port_nets.png
(2 px per micron)
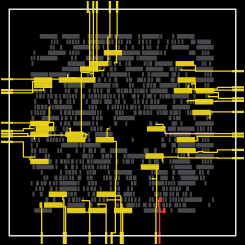
density.png
(3 px per micron) The die is cut into 11 by 11 equal tiles; dark blue is low, red is high, 0 to 100% covered.
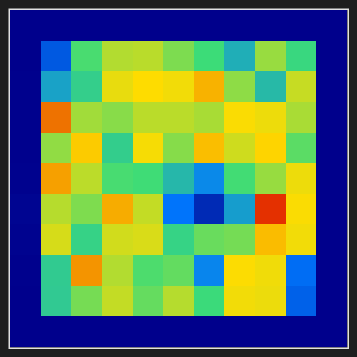
==> src/rtl/kamus_pkg.sv <==
// kamus_pkg: shared types and constants for the kamus-v front end.
//   instr_addr_state_t : control-unit PC source decision (PC_ST / J_ST / B_ST)
//   if_state_t         : instruction-fetch stage FSM states
//   KAMUS_NOP          : canonical NOP (addi x0,x0,0) used as the idle instruction
// Optional feature macro: KAMUS_IF_MISALIGN_CHECK_EN adds the IF_MISALIGN state.
package kamus_pkg;

    localparam int unsigned ILEN = 32;

    localparam logic [ILEN-1:0] KAMUS_NOP = 32'h0000_0013;

    typedef enum logic [1:0] {
        PC_ST = 2'd0,
        J_ST  = 2'd1,
        B_ST  = 2'd2
    } instr_addr_state_t;

    typedef enum logic [2:0] {
        IF_IDLE     = 3'd0,
        IF_FETCH    = 3'd1,
        IF_WAIT     = 3'd2,
        IF_HOLD     = 3'd3,
        IF_DRAIN    = 3'd4
`ifdef KAMUS_IF_MISALIGN_CHECK_EN
        ,
        IF_MISALIGN = 3'd5
`endif
    } if_state_t;

endpackage

==> src/rtl/kamus_if_stage_if.sv <==
// kamus_if_stage_if: bundles the fetch stage's instruction-memory port and its
// valid/ready delivery channel to decode.
//   master : the fetch stage (drives req/addr and the instruction output)
//   slave  : memory + decode side (drives gnt/rvalid/rdata and ready)
interface kamus_if_stage_if #(
    parameter int unsigned XLEN = 32
);
    import kamus_pkg::*;

    logic            imem_req_o;
    logic [XLEN-1:0] imem_addr_o;
    logic            imem_gnt_i;
    logic            imem_rvalid_i;
    logic [ILEN-1:0] imem_rdata_i;

    logic            instr_valid_o;
    logic [ILEN-1:0] instr_o;
    logic [XLEN-1:0] instr_pc_o;
    logic            instr_ready_i;

    modport master (
        output imem_req_o, imem_addr_o, instr_valid_o, instr_o, instr_pc_o,
        input  imem_gnt_i, imem_rvalid_i, imem_rdata_i, instr_ready_i
    );

    modport slave (
        input  imem_req_o, imem_addr_o, instr_valid_o, instr_o, instr_pc_o,
        output imem_gnt_i, imem_rvalid_i, imem_rdata_i, instr_ready_i
    );

endinterface

==> src/rtl/kamus_pc_gen.sv <==
// kamus_pc_gen: combinational next-PC selection for the fetch stage.
//   pc, redirect_valid, instr_addr_state, branch_taken, target_addr : inputs
//   redir_c    : a redirect happens this cycle
//   pc_seq_c   : sequential PC (pc + 4, modulo 2^XLEN)
//   pc_tgt_c   : redirect target with bit 0 cleared
//   misalign_c : redirect target has bit 1 set (only with KAMUS_IF_MISALIGN_CHECK_EN)
module kamus_pc_gen
    import kamus_pkg::*;
#(
    parameter int unsigned XLEN = 32
)(
    input  logic [XLEN-1:0]   pc,
    input  logic              redirect_valid,
    input  instr_addr_state_t instr_addr_state,
    input  logic              branch_taken,
    input  logic [XLEN-1:0]   target_addr,
    output logic              redir_c,
    output logic [XLEN-1:0]   pc_seq_c,
    output logic [XLEN-1:0]   pc_tgt_c,
    output logic              misalign_c
);

    // bit 0 of the target is always forced to zero, so it is never read
    logic unused_target_lsb;
    assign unused_target_lsb = target_addr[0];

    // redirect decision: jumps always, branches only when taken, PC_ST never
    always_comb begin
        redir_c = 1'b0;
        if (redirect_valid) begin
            case (instr_addr_state)
                J_ST:    redir_c = 1'b1;
                B_ST:    redir_c = branch_taken;
                default: redir_c = 1'b0;
            endcase
        end
    end

    assign pc_seq_c = pc + XLEN'(4);
    assign pc_tgt_c = {target_addr[XLEN-1:1], 1'b0};

`ifdef KAMUS_IF_MISALIGN_CHECK_EN
    assign misalign_c = redir_c & target_addr[1];
`else
    assign misalign_c = 1'b0;
`endif

endmodule

==> src/rtl/kamus_if_stage.sv <==
// kamus_if_stage: instruction-fetch stage. Owns the PC, issues one outstanding
// request at a time to instruction memory and hands the fetched word plus its
// PC to decode over valid/ready. Redirects from execute override everything.
//   clk_i, rst_i (async, active-high)
//   redirect_valid_i, instr_addr_state_i, branch_taken_i, target_addr_i : redirect
//   bus (master)  : imem req/addr/gnt/rvalid/rdata and instr valid/data/pc/ready
//   misalign_o    : misaligned redirect target seen (KAMUS_IF_MISALIGN_CHECK_EN),
//                   otherwise tied 0
module kamus_if_stage
    import kamus_pkg::*;
#(
    parameter int unsigned     XLEN      = 32,
    parameter logic [XLEN-1:0] BOOT_ADDR = '0
)(
    input  logic              clk_i,
    input  logic              rst_i,
    input  logic              redirect_valid_i,
    input  instr_addr_state_t instr_addr_state_i,
    input  logic              branch_taken_i,
    input  logic [XLEN-1:0]   target_addr_i,
    kamus_if_stage_if.master  bus,
    output logic              misalign_o
);

    if_state_t       state_q;
    logic [XLEN-1:0] pc_q;
    logic            req_q;
    logic            valid_q;
    logic [ILEN-1:0] instr_q;
    logic [XLEN-1:0] instr_pc_q;

    logic            redir_c;
    logic [XLEN-1:0] pc_seq_c;
    logic [XLEN-1:0] pc_tgt_c;
    logic            misalign_c;

    kamus_pc_gen #(.XLEN(XLEN)) u_pc_gen (
        .pc               (pc_q),
        .redirect_valid   (redirect_valid_i),
        .instr_addr_state (instr_addr_state_i),
        .branch_taken     (branch_taken_i),
        .target_addr      (target_addr_i),
        .redir_c          (redir_c),
        .pc_seq_c         (pc_seq_c),
        .pc_tgt_c         (pc_tgt_c),
        .misalign_c       (misalign_c)
    );

`ifdef KAMUS_IF_MISALIGN_CHECK_EN
    logic misalign_q;
    assign misalign_o = misalign_q;
`else
    logic unused_misalign;
    assign unused_misalign = misalign_c;
    assign misalign_o      = 1'b0;
`endif

    // fetch FSM; request, address and instruction outputs are all registers
    always_ff @(posedge clk_i or posedge rst_i) begin
        if (rst_i) begin
            state_q    <= IF_IDLE;
            pc_q       <= BOOT_ADDR;
            req_q      <= 1'b0;
            valid_q    <= 1'b0;
            instr_q    <= KAMUS_NOP;
            instr_pc_q <= '0;
`ifdef KAMUS_IF_MISALIGN_CHECK_EN
            misalign_q <= 1'b0;
`endif
        end else if (redir_c) begin
            pc_q    <= pc_tgt_c;
            valid_q <= 1'b0;
            // a response still owed by memory must be swallowed in DRAIN
            case (state_q)
                IF_FETCH: begin
                    state_q <= bus.imem_gnt_i ? IF_DRAIN : IF_FETCH;
                    req_q   <= ~bus.imem_gnt_i;
                end
                IF_WAIT, IF_DRAIN: begin
                    // a response arriving in the redirect cycle closes the
                    // outstanding request, so there is nothing left to drain
                    state_q <= bus.imem_rvalid_i ? IF_FETCH : IF_DRAIN;
                    req_q   <= bus.imem_rvalid_i;
                end
                default: begin
                    state_q <= IF_FETCH;
                    req_q   <= 1'b1;
                end
            endcase
`ifdef KAMUS_IF_MISALIGN_CHECK_EN
            misalign_q <= misalign_c;
            // misaligned target parks the stage; any in-flight response is ignored
            if (misalign_c) begin
                state_q <= IF_MISALIGN;
                req_q   <= 1'b0;
            end
`endif
        end else begin
            case (state_q)
                IF_IDLE: begin
                    state_q <= IF_FETCH;
                    req_q   <= 1'b1;
                end
                IF_FETCH: begin
                    if (bus.imem_gnt_i) begin
                        state_q <= IF_WAIT;
                        req_q   <= 1'b0;
                    end
                end
                IF_WAIT: begin
                    if (bus.imem_rvalid_i) begin
                        instr_q    <= bus.imem_rdata_i;
                        instr_pc_q <= pc_q;
                        valid_q    <= 1'b1;
                        pc_q       <= pc_seq_c;
                        state_q    <= IF_HOLD;
                    end
                end
                IF_HOLD: begin
                    if (bus.instr_ready_i) begin
                        valid_q <= 1'b0;
                        state_q <= IF_FETCH;
                        req_q   <= 1'b1;
                    end
                end
                IF_DRAIN: begin
                    if (bus.imem_rvalid_i) begin
                        state_q <= IF_FETCH;
                        req_q   <= 1'b1;
                    end
                end
`ifdef KAMUS_IF_MISALIGN_CHECK_EN
                IF_MISALIGN: begin
                    state_q <= IF_MISALIGN;
                    req_q   <= 1'b0;
                end
`endif
                default: begin
                    state_q <= IF_IDLE;
                    req_q   <= 1'b0;
                end
            endcase
        end
    end

    assign bus.imem_req_o    = req_q;
    assign bus.imem_addr_o   = pc_q;
    assign bus.instr_valid_o = valid_q;
    assign bus.instr_o       = instr_q;
    assign bus.instr_pc_o    = instr_pc_q;

endmodule

==> src/flat_wrapper.sv <==
// flat-port wrapper written by rule: the top's interface ports become plain ports
module kamus_if_stage_flat import kamus_pkg::*;
#(
    parameter int unsigned     XLEN      = 32,
    parameter logic [XLEN-1:0] BOOT_ADDR = '0
)
  (clk_i, rst_i, redirect_valid_i, instr_addr_state_i, branch_taken_i, target_addr_i, misalign_o, bus_imem_req_o, bus_imem_addr_o, bus_instr_valid_o, bus_instr_o, bus_instr_pc_o, bus_imem_gnt_i, bus_imem_rvalid_i, bus_imem_rdata_i, bus_instr_ready_i);
  kamus_if_stage_if #(.XLEN(XLEN)) bus_i ();
  input  logic clk_i;
  input  logic rst_i;
  input  logic redirect_valid_i;
  input  instr_addr_state_t instr_addr_state_i;
  input  logic branch_taken_i;
  input  logic [XLEN-1:0] target_addr_i;
  output logic misalign_o;
  output wire logic [$bits(bus_i.imem_req_o)-1:0] bus_imem_req_o;
  output wire logic [$bits(bus_i.imem_addr_o)-1:0] bus_imem_addr_o;
  output wire logic [$bits(bus_i.instr_valid_o)-1:0] bus_instr_valid_o;
  output wire logic [$bits(bus_i.instr_o)-1:0] bus_instr_o;
  output wire logic [$bits(bus_i.instr_pc_o)-1:0] bus_instr_pc_o;
  input wire logic [$bits(bus_i.imem_gnt_i)-1:0] bus_imem_gnt_i;
  input wire logic [$bits(bus_i.imem_rvalid_i)-1:0] bus_imem_rvalid_i;
  input wire logic [$bits(bus_i.imem_rdata_i)-1:0] bus_imem_rdata_i;
  input wire logic [$bits(bus_i.instr_ready_i)-1:0] bus_instr_ready_i;
  assign bus_imem_req_o = bus_i.imem_req_o;
  assign bus_imem_addr_o = bus_i.imem_addr_o;
  assign bus_instr_valid_o = bus_i.instr_valid_o;
  assign bus_instr_o = bus_i.instr_o;
  assign bus_instr_pc_o = bus_i.instr_pc_o;
  assign bus_i.imem_gnt_i = bus_imem_gnt_i;
  assign bus_i.imem_rvalid_i = bus_imem_rvalid_i;
  assign bus_i.imem_rdata_i = bus_imem_rdata_i;
  assign bus_i.instr_ready_i = bus_instr_ready_i;
  kamus_if_stage #(.XLEN(XLEN), .BOOT_ADDR(BOOT_ADDR)) u_core (.clk_i(clk_i), .rst_i(rst_i), .redirect_valid_i(redirect_valid_i), .instr_addr_state_i(instr_addr_state_i), .branch_taken_i(branch_taken_i), .target_addr_i(target_addr_i), .bus(bus_i), .misalign_o(misalign_o));
endmodule
==> config.mk <==
export PLATFORM = sky130hd
export DESIGN_NAME = kamus_if_stage_flat
export DESIGN_NICKNAME = d
export VERILOG_FILES = /design/src/rtl/kamus_pkg.sv /design/src/rtl/kamus_if_stage_if.sv /design/src/rtl/kamus_pc_gen.sv /design/src/rtl/kamus_if_stage.sv /design/src/flat_wrapper.sv
export SDC_FILE = /design/constraint.sdc
export NUM_CORES = 1
export LEC_CHECK = 0
export ABC_AREA = 1
export CORE_MARGIN = 10
export CORE_UTILIZATION = 58
export CTS_BUF_LIST = sky130_fd_sc_hd__clkbuf_2
export CTS_CLUSTER_DIAMETER = 150
export CTS_CLUSTER_SIZE = 25
export DETAILED_ROUTE_END_ITERATION = 12
export DONT_BUFFER_PORTS = 1
export PLACE_DENSITY = 0.76
export SLEW_MARGIN = 20
export SYNTH_ARGS = -nofsm -noshare
export SYNTH_HDL_FRONTEND = slang
export SYNTH_SLANG_ARGS = --single-unit
==> constraint.sdc <==
create_clock -name clk_i -period 2.97 [get_ports clk_i]
set_input_delay 0.594 -clock clk_i [delete_from_list [all_inputs] [get_ports clk_i]]
set_output_delay 0.594 -clock clk_i [all_outputs]
set_load 0.01 [all_outputs]
==> flow_summary.json <==
{
  "p_sw_frac": 0.4641,
  "yosys-top-cells-area": "dfrtp_1 48%, nand2_1 21%, o21ai_0 5.2%",
  "final-comb-area_sq_um": 2088,
  "share_comb_of_total_power": 0.284,
  "slew_headroom": 0.5529,
  "worstHoldPathType": "in -> reg",
  "hpwl_microns": 9909,
  "avgSynthCellArea_sq_um": 7.404,
  "worst_slew_pin_slew_ns": 0.6699,
  "clock_buffers": 10,
  "pg_clk_uw": 644,
  "status": "complete, no violations",
  "grt_pass1_vias": 4130,
  "wire_per_inst_microns": 17.09,
  "signal_buffers": 7,
  "crit_buf_inv": 1,
  "antenna_found_initial": 0,
  "ys_cells": 670,
  "logic_family": "simple AND/OR/NAND/NOR gates",
  "crit_chain": "ha_1, nand3_1, inv_1, nand3_1, nor2_2, nand2_1, nand3_1, nand2_1",
  "grt_pass1_wl_microns": 21660
}
Back to the opening pictures, port_nets.png:
port	colour	direction	end cells	buffers	wire
`bus_instr_pc_o`	yellow	output	32	0	942 microns
`bus_imem_gnt_i`	red	input	2	0	21.4 microns

Back to the opening pictures, density.png:
nearly empty tiles	33%
mean over tiles	40%
tiles over 75% full	8.3%
fullest tile	95%
core area: 8258 sq um
fp util: 0.6008
final core utilization: 0.6253

-- per-stage QoR --
stage | total power, uW | hold slack (ns) | cell area, sq um | instances | setup WS [ns]
floorplan | 3847 | 0.4727 | 4972 | 672 | 1.141
global placement | 4264 | 0.4855 | 5037 | 757 | 0.6193
detailed placement | 4372 | 0.4893 | 5037 | 757 | 0.5442
CTS | 5009 | 0.07162 | 5164 | 774 | 1.135
global route | 5405 | 0.04249 | 5164 | 774 | 0.9061
finish | 4949 | 0.1071 | 5164 | 774 | 1.137
-- path summary, 6_finish.rpt --
check	start	to	slack [ns]	cells past startpoint
worst max-delay path	u_core.bus.imem_addr_o[2]$_DFFE_PP0P_	u_core.bus.imem_addr_o[20]$_DFFE_PP0P_	1.14	8
worst min-delay path	bus_imem_rdata_i[21]	u_core.bus.instr_o[21]$_DFFE_PP0P_	0.11	2
worst max register to register	u_core.bus.imem_addr_o[2]$_DFFE_PP0P_	u_core.bus.imem_addr_o[20]$_DFFE_PP0P_	1.14	8
worst min register to register	u_core.bus.instr_o[0]$_DFFE_PP1P_	u_core.bus.instr_o[0]$_DFFE_PP1P_	0.52	2
max in group asynchronous	rst_i	u_core.bus.imem_addr_o[11]$_DFFE_PP0P_	1.94	3
min in group asynchronous	rst_i	u_core.bus.instr_o[6]$_DFFE_PP0P_	0.61	3
-- state kept, by name, indices dropped and copies added (netlist names) --
signal / flops
u_core.bus.instr_pc_o: 31
u_core.bus.imem_req_o: 1
u_core.bus.instr_valid_o: 1
u_core.state_q: 3
u_core.bus.instr_o: 32
u_core.bus.imem_addr_o: 31
-- metal layers --
metal / up-vias / routed length (microns)
met1: 1912 / 5267
li1: 2066 / -
met3: 18 / 1488
met2: 168 / 6297
met5: - / 0
met4: 0 / 175
Power figures rest on the tool's default switching activity, not on a simulated workload.
